==> config.mk <==
export PLATFORM = sky130hd
export DESIGN_NAME = sd_rw_arbiter
export DESIGN_NICKNAME = d
export VERILOG_FILES = /design/src/rtl/sd_arb_pkg.sv /design/src/rtl/sd_credit_counter.sv /design/src/rtl/sd_rw_arbiter.sv
export SDC_FILE = /design/constraint.sdc
export NUM_CORES = 1
export LEC_CHECK = 0
export ABC_CLOCK_PERIOD_IN_PS = 7600
export CAP_MARGIN = 20
export CORE_MARGIN = 2
export CORE_UTILIZATION = 44
export CTS_BUF_LIST = sky130_fd_sc_hd__clkbuf_8
export CTS_CLUSTER_SIZE = 20
export DETAILED_ROUTE_END_ITERATION = 8
export PLACE_DENSITY = 0.95
export SLEW_MARGIN = 40
export SYNTH_ARGS = -nofsm -noshare
export SYNTH_HDL_FRONTEND = slang
export SYNTH_SLANG_ARGS = --single-unit
==> constraint.sdc <==
create_clock -name clk -period 7.6 [get_ports clk]
set_input_delay 1.52 -clock clk [delete_from_list [all_inputs] [get_ports clk]]
set_output_delay 1.52 -clock clk [all_outputs]
set_load 0.01 [all_outputs]
==> src/rtl/sd_arb_pkg.sv <==
// Shared types and default sizing for the SDRAM read/write arbiter.
package sd_arb_pkg;

  localparam int unsigned ADDR_W_DEFAULT          = 24;
  localparam int unsigned DATA_W_DEFAULT          = 32;
  localparam int unsigned MAX_OUTSTANDING_DEFAULT = 8;

  // Command slot contents
  typedef enum logic [1:0] {
    IDLE = 2'd0,
    RD   = 2'd1,
    WR   = 2'd2
  } state_e;

  // Which requester was granted most recently
  typedef enum logic {
    G_RD = 1'b0,
    G_WR = 1'b1
  } grant_e;

endpackage

==> src/rtl/sd_credit_counter.sv <==
// Outstanding-read tracker: up/down counter with credit compare and sticky underflow.
module sd_credit_counter #(
  parameter int unsigned MAX_OUTSTANDING = 8,
  parameter int unsigned CNT_W           = 4
) (
  input  logic             clk,
  input  logic             reset,
  input  logic             inc,
  input  logic             dec,
  input  logic             pending,
  output logic [CNT_W-1:0] count,
  output logic             credit,
  output logic             underflow
);

  logic [CNT_W-1:0] count_q, count_d;
  logic             underflow_q, underflow_d;
  logic [CNT_W:0]   committed;

  // Next count; a return with nothing outstanding is flagged and not counted
  always_comb begin
    count_d     = count_q;
    underflow_d = underflow_q;
    if (dec && (count_q == '0)) begin
      underflow_d = 1'b1;
    end else if (inc && !dec) begin
      count_d = count_q + CNT_W'(1);
    end else if (dec && !inc) begin
      count_d = count_q - CNT_W'(1);
    end
  end

  // Counter and sticky flag registers
  always_ff @(posedge clk) begin
    if (reset) begin
      count_q     <= '0;
      underflow_q <= 1'b0;
    end else begin
      count_q     <= count_d;
      underflow_q <= underflow_d;
    end
  end

  // A read sitting in the slot already consumes a credit, accepted or not
  always_comb begin
    committed = {1'b0, count_q} + {{CNT_W{1'b0}}, pending};
    credit    = committed < (CNT_W + 1)'(MAX_OUTSTANDING);
  end

  assign count     = count_q;
  assign underflow = underflow_q;

endmodule

==> src/rtl/sd_rw_arbiter.sv <==
// Round-robin arbiter sharing one SDRAM Avalon-MM master between a read and a write requester.
module sd_rw_arbiter
  import sd_arb_pkg::*;
#(
  parameter int unsigned ADDR_W          = ADDR_W_DEFAULT,
  parameter int unsigned DATA_W          = DATA_W_DEFAULT,
  parameter int unsigned MAX_OUTSTANDING = MAX_OUTSTANDING_DEFAULT,
  parameter int unsigned CNT_W           = 4
) (
  input  logic              clk,
  input  logic              reset,
  input  logic              rd_req_valid,
  input  logic [ADDR_W-1:0] rd_req_addr,
  output logic              rd_req_ready,
  output logic [DATA_W-1:0] rd_data,
  output logic              rd_data_valid,
  input  logic              wr_req_valid,
  input  logic [ADDR_W-1:0] wr_req_addr,
  input  logic [DATA_W-1:0] wr_req_data,
  output logic              wr_req_ready,
  output logic [ADDR_W-1:0] av_address,
  output logic              av_read,
  output logic              av_write,
  output logic [DATA_W-1:0] av_writedata,
  input  logic              av_waitrequest,
  input  logic [DATA_W-1:0] av_readdata,
  input  logic              av_readdatavalid,
  output logic [CNT_W-1:0]  outstanding,
  output logic              busy,
  output logic              err_underflow
);

  state_e            state_q, state_d;
  grant_e            last_grant_q, last_grant_d;
  grant_e            grant;
  logic [ADDR_W-1:0] addr_q;
  logic [DATA_W-1:0] wdata_q;
  logic [DATA_W-1:0] rd_data_q;
  logic              rd_data_valid_q;
  logic              accept, slot_free, credit, rd_elig, wr_elig, load;

  assign accept    = (state_q != IDLE) && !av_waitrequest;
  assign slot_free = (state_q == IDLE) || accept;
  assign rd_elig   = rd_req_valid && credit;
  assign wr_elig   = wr_req_valid;
  assign load      = slot_free && (rd_elig || wr_elig) && !reset;

  sd_credit_counter #(
    .MAX_OUTSTANDING (MAX_OUTSTANDING),
    .CNT_W           (CNT_W)
  ) u_credit (
    .clk       (clk),
    .reset     (reset),
    .inc       ((state_q == RD) && accept),
    .dec       (av_readdatavalid),
    .pending   (state_q == RD),
    .count     (outstanding),
    .credit    (credit),
    .underflow (err_underflow)
  );

  // State and round-robin pointer registers
  always_ff @(posedge clk) begin
    if (reset) begin
      state_q      <= IDLE;
      last_grant_q <= G_WR;
    end else begin
      state_q      <= state_d;
      last_grant_q <= last_grant_d;
    end
  end

  // Grant selection and next slot contents; slot refills in the cycle it frees
  always_comb begin
    if (rd_elig && wr_elig) begin
      grant = (last_grant_q == G_WR) ? G_RD : G_WR;
    end else if (rd_elig) begin
      grant = G_RD;
    end else begin
      grant = G_WR;
    end
    state_d      = state_q;
    last_grant_d = last_grant_q;
    if (load) begin
      state_d      = (grant == G_RD) ? RD : WR;
      last_grant_d = grant;
    end else if (slot_free) begin
      state_d = IDLE;
    end
  end

  // Strobes, handshakes and status decoded from the slot
  always_comb begin
    av_read      = (state_q == RD);
    av_write     = (state_q == WR);
    rd_req_ready = load && (grant == G_RD);
    wr_req_ready = load && (grant == G_WR);
    busy         = (state_q != IDLE) || (outstanding != '0);
  end

  // Command address/data captured on load, held through waitrequest
  always_ff @(posedge clk) begin
    if (reset) begin
      addr_q  <= '0;
      wdata_q <= '0;
    end else if (load) begin
      if (grant == G_RD) begin
        addr_q <= rd_req_addr;
      end else begin
        addr_q  <= wr_req_addr;
        wdata_q <= wr_req_data;
      end
    end
  end

  // Read return pipeline: forwarded in order, no backpressure
  always_ff @(posedge clk) begin
    if (reset) begin
      rd_data_q       <= '0;
      rd_data_valid_q <= 1'b0;
    end else begin
      rd_data_valid_q <= av_readdatavalid;
      if (av_readdatavalid) begin
        rd_data_q <= av_readdata;
      end
    end
  end

  assign av_address    = addr_q;
  assign av_writedata  = wdata_q;
  assign rd_data       = rd_data_q;
  assign rd_data_valid = rd_data_valid_q;

endmodule

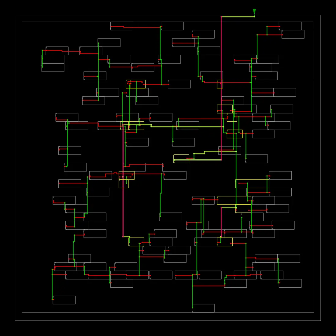
Fig. 1. Clock nets (run 1).
clock skew: 0.01227 ns
CTS Sinks: 97
seq_cells: 97
worst skew pair latency: 0.36 ns

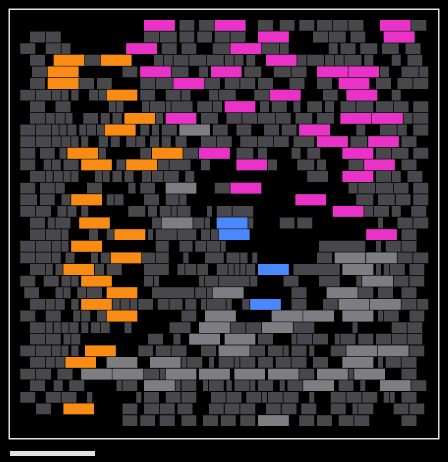
Fig. 2. Register map, names as in the netlist (run 1).
Bar = 20 um. Other sequential cells in the stronger grey, the rest of the logic in the fainter grey.
av_address: marked orange, flops 24. u_credit.count: marked blue, flops 4, where centre. av_writedata: marked magenta, flops 32.

==> deck_impl_summary.md, run 1 <==
Synthesis and Place & Route Summary

Status
  • Status: complete, no violations

STA
  • Final hold slack: 0.4791 ns
  • RSZ-0062 raised after global routing: no
  • Setup tns final: 0 ns
  • Fmax: 0.1863 GHz
  • Final setup vio count: 0
  • Slew at the pin with the worst max-slew slack: 0.7702 ns
  • Hold Vio Cnt, Final: 0
  • Max transition margin: 0.4865
  • Final Worst Setup Slack: 2.231 ns
  • Max Slew Vio Count: 0

CTS
  • CTS tree: done
  • Root buffer cell: clkbuf_8
  • Postcts setup bufs: 0
  • CTS buffer count: 9
  • H-tree depth: 3
  • Post-cts resize count: 0

Worst setup path
  • R2R Setup Slk: 5.14 ns
  • Setup crit end kind: primary output
  • Worst Setup EP: wr_req_ready
  • Critical R2R Launch: u_credit.count[0]
  • Crit path DRT: 6.08 ns
  • Buf/Inv on CP: 3
  • Worst R2R End: av_writedata[31]
  • CP Data Arrival Time: 3.85 ns
  • Slowest cell delay on critical path: 0.62 ns
  • CP Depth: 6
  • Slowest CP cell: clkdlybuf4s50_1
  • Crit-path leading delay family: buffers and inverters
  • Most frequent CP cell: clkdlybuf4s50_1
  • Startpoint Class: input pin

Synth
  • Synth Register Bits: 97
  • Cell Area, Synth: 4069 um^2
  • Top post-synthesis cells by area: dfxtp_1 48%, mux2i_1 7.9%, mux2_1 7.7%
  • Synth Net Count: 535
  • Unique cell types: 42
  • Post-Synthesis Cells: 413
  • Synth Seq Share: 0.4772
  • Yosys stat area: 4069 um^2
  • Synth Area in XOR/XNOR: 0.004305
  • Mux area share: 0.1673
  • Comb area leader: simple AND/OR/NAND/NOR gates
  • Count of library flops with an enable pin: 0
  • Post-synth top area cell: dfxtp_1
  • YS warnings: 0

Pwr
  • Power Total: 1.418 mW
  • Lkg Pwr: 2.506 nW
  • Worst vdd rail ir drop: between 0.1 and 0.15 mV

Finish
  • Nets: 730
  • Comb/total area: 0.3025
  • Top cell category: buffers
  • Multi-input gates: approximately 280
  • Fin util: 0.7070
  • Comb area: 1948 um^2
  • Clkbuf count: 9
  • Antenna cells: 0
  • FILL cells: 688
  • Logic inverters: 4
  • Register Area: 1942 um^2
  • Top logic cells by instance count in the layout: 213 x clkdlybuf4s50_1, 97 x dfxtp_1, 39 x nor2_1, 35 x nor2b_1, 32 x mux2i_1
  • Seq area share: 0.3015
  • Share of post-route cells with drive strength above 1: 0.05220
  • Most common logic cell in the routed design: clkdlybuf4s50_1
  • Cell area after layout: 6440 um^2
  • Data buffer area share: 0.3383
  • Non-clk bufs: 219

Routing
  • Iteration count of the initial detailed-routing pass: 6
  • Violation tally from detailed-route iteration zero: 186
  • Post-DR vias/cell: 5.388
  • Total number of vias: about 3900
  • DRC viols: 0
  • Wire per inst: 16.52 um
  • Wirelength, routed: around 12000 um

Global route
  • Global-route wire length before repair: 18730 um
  • Largest net degree at the start of global routing: 103
  • Overflow after GRT: 0
  • Antenna violations before repair: 0
  • Vias in the first global route: about 4000
  • GRT Overall Usage: 0.2326

Placement
  • Placed Area: ~6200 um^2
  • Place WS: 1.935 ns
  • GPL Wtd Cong: approximately 0.91
  • DP HPWL: 8786 um

Min path
  • Worst hold path type: flip-flop to flip-flop
  • Hold depth: 2
  • Hold Crit Endpoint: u_credit.underflow

Floorplanning
  • Num rows: 35
  • Pre-Place Util: 0.4467
  • I/O Pins: 217
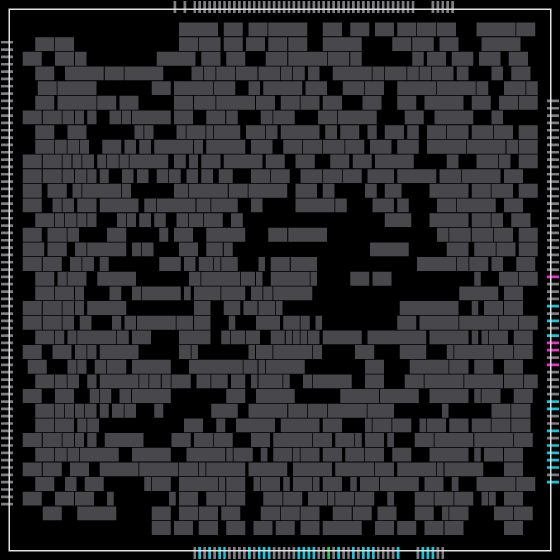
Fig. 3. Pin placement (run 1).
Pins as bars across the die edge, other pins in grey.
av_readdata: marked cyan, pins 32, direction input, edge 21 south, 11 east. err_underflow: marked green, pins 1, direction output, edge south. outstanding: marked magenta, pins 4, direction output, edge east.
All pins by edge: 64 west, 53 east, 52 north, 48 south.
Die Wd: 100.2 um
IO Port Bufs: 216
die height: 100.2 um

## run 1: Yosys cell counts, drive strengths merged, types with 2 or more instances
master / n
inv: 4
nor2b: 35
a31oi: 24
nand3: 26
o21ai: 26
ha: 3
clkbuf: 20
a21oi: 3
a21o: 4
buf: 15
a211oi: 3
xnor2: 2
nor2: 40
nand4: 25
mux2i: 32
mux2: 32
nand4b: 2
and3b: 2
dfxtp: 97
nand2: 4
nand2b: 3
## run 1: power by group
part	total (mW)	switching, mW	internal [mW]
combinational	0.434	0.192	0.242
sequential	0.618	0.0491	0.569
clock	0.365	0.179	0.186
total	1.42	0.421	0.997
## run 1: routing by layer
metal,routed length [um],vias up,GRT usage
li1,-,1864,-
met1,4644,1797,0.2735
met2,6118,210,0.4140
met3,893,30,0.04666
met4,301,0,0.09273
met5,0,-,0
==> inputs of run 2 (changes only) <==
- ABC_CLOCK_PERIOD_IN_PS: 7600 -> 4900
- CORE_UTILIZATION: 44 -> 37
- PLACE_DENSITY: 0.95 -> 0.91
- clock period: 7.6 -> 4.9 ns (I/O delays scaled with it)
==> run 2 against run 1 <==
Effect of this change: largest cell class unchanged; routed wire length is 1.7% higher; critical path type unchanged; largest power group unchanged; worst hold slack better by 0.0042 ns; power up 56%.
==> deck_impl_summary.md, run 2 <==
Synthesis and Place & Route Summary

CTS
  • Worst skew pair latency: 0.36 ns (about the same)
  • Postcts setup bufs: 0 (unchanged)
  • Post-cts resize count: 0 (unchanged)

Routing
  • Wirelength, routed: 12160 um (was 11960 um)
  • Met3 Routed Length: 901 um (was 893 um)
  • DRC viols: 0 (unchanged)
  • Met2 routed WL: 6255 um (was 6118 um)
  • WL met1: 4749 um (was 4644 um)

Global route
  • GRT Overall Usage: 0.1983 (was 0.2326)
  • GR Util met1: 0.2302 (was 0.2735)
  • Vias in the first global route: 3794 (was 3985)
  • Largest net degree at the start of global routing: 71 (was 103)
  • Antenna violations before repair: 0 (unchanged)

STA
  • Clock skew: 0.01552 ns (was 0.01227 ns)
  • Final Worst Setup Slack: 1.106 ns (was 2.231 ns)
  • Final hold slack: 0.4834 ns (was 0.4791 ns)
  • Hold Vio Cnt, Final: 0 (unchanged)
  • Fmax: 0.2636 GHz

Pwr
  • Clock Power Share: 0.257 (was 0.258)
  • Net Sw Power: 645.5 uW (was 420.6 uW)
  • Worst vdd rail ir drop: 0.1725 mV (was 0.1321 mV)
  • Power Total: 2.207 mW (was 1.418 mW)
  • Combinational power: 683 uW (was 434 uW)

Synth
  • Post-Synthesis Cells: 413 (unchanged)
  • Synth Register Bits: 97 (unchanged)
  • Top cells by count, synth: 97 x dfxtp_1, 39 x nor2_1, 35 x nor2b_1 (unchanged)
  • Synth Seq Share: 0.4772 (unchanged)
  • Yosys stat area: 4069 um^2 (unchanged)

Finish
  • FILL cells: 921 (was 688)
  • Antenna cells: 0 (unchanged)
  • Nets: 735 (was 730)
  • Fin util: 0.6032 (was 0.7070)

Worst setup path
  • Worst R2R End: av_writedata[12] (was av_writedata[31])
  • R2R Setup Slk: 2.34 ns (was 5.14 ns)
  • Crit-path leading delay family: buffers and inverters (unchanged)
  • Buf/Inv on CP: 3 (unchanged)
  • Setup crit end kind: primary output (unchanged)
  • Crit path DRT: 3.92 ns (was 6.08 ns)

Floorplanning
  • Num rows: 38 (was 35)
  • I/O Pins: 217 (unchanged)

Min path
  • Hold depth: 2 (unchanged)
  • Hold Crit Endpoint: u_credit.underflow (unchanged)

Status
  • Status: complete, no violations (unchanged)

Placement
  • Placed Area: 6290 um^2 (was 6222 um^2)
[run 2: cell counts after synthesis]
No cell type changed its count.
[run 2: cell type report]
type | instances | area [um^2] | share of cell area
Inverter | 4 | 15.01 | 0.002306
Sequential cell | 97 | 1942 | 0.2983
Timing Repair Buffer | 224 | 2215 | 0.3402
Multi-Input combinational cell | 277 | 1943 | 0.2985
Clock inverter | 6 | 82.58 | 0.01268
Tap cell | 140 | 175.2 | 0.02691
Clock buffer | 10 | 137.6 | 0.02114
[run 2: kinds of logic after synthesis]
logic type                 Yosys count  share of synthesized area
AOI/OAI and AO/OA                   64                     0.1018
xor gates and xnor gates             2                   0.004306
adders and majority gates            4                    0.01415
buffers and inverters               39                    0.04520
DFF                                 97                     0.4772
muxes                               64                     0.1673
and+or+nand+nor                    143                     0.1900
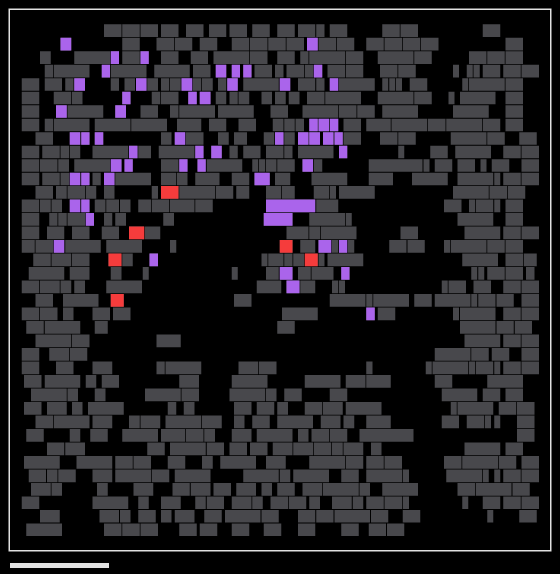
Fig. 4. Selected gate families (run 2).
Bar = 20 um.
AND-OR and OR-AND gates: marked red, cells 6, most used a21o_1. inverting AOI/OAI gates: marked purple, cells 58.
Comb/total area: 0.2985
most common logic cell in the routed design: clkdlybuf4s50_1
non-filler cells in the finished layout: 758

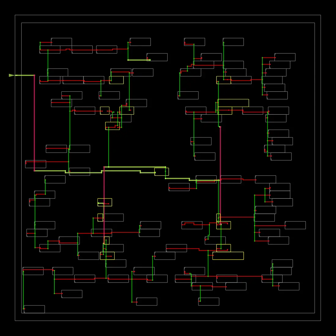
Fig. 5. Clock nets (run 2).
CTS buffer count: 9
clkbuf count: 10
Clock Power: 567 uW

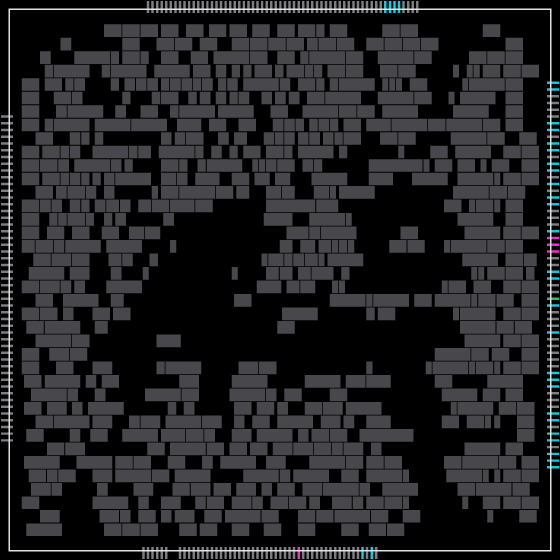
Fig. 6. Pin placement (run 2).
Pins as bars across the die edge, other pins in grey.
av_readdata: marked cyan, pins 32, direction input, edge 26 east, 4 north, 2 south. outstanding: marked magenta, pins 4, direction output, edge 3 east, 1 south. err_underflow: marked green, pins 1, direction output, edge east.
All pins by edge: 60 north, 58 east, 50 south, 49 west.

Power and IR drop assume default switching activity.
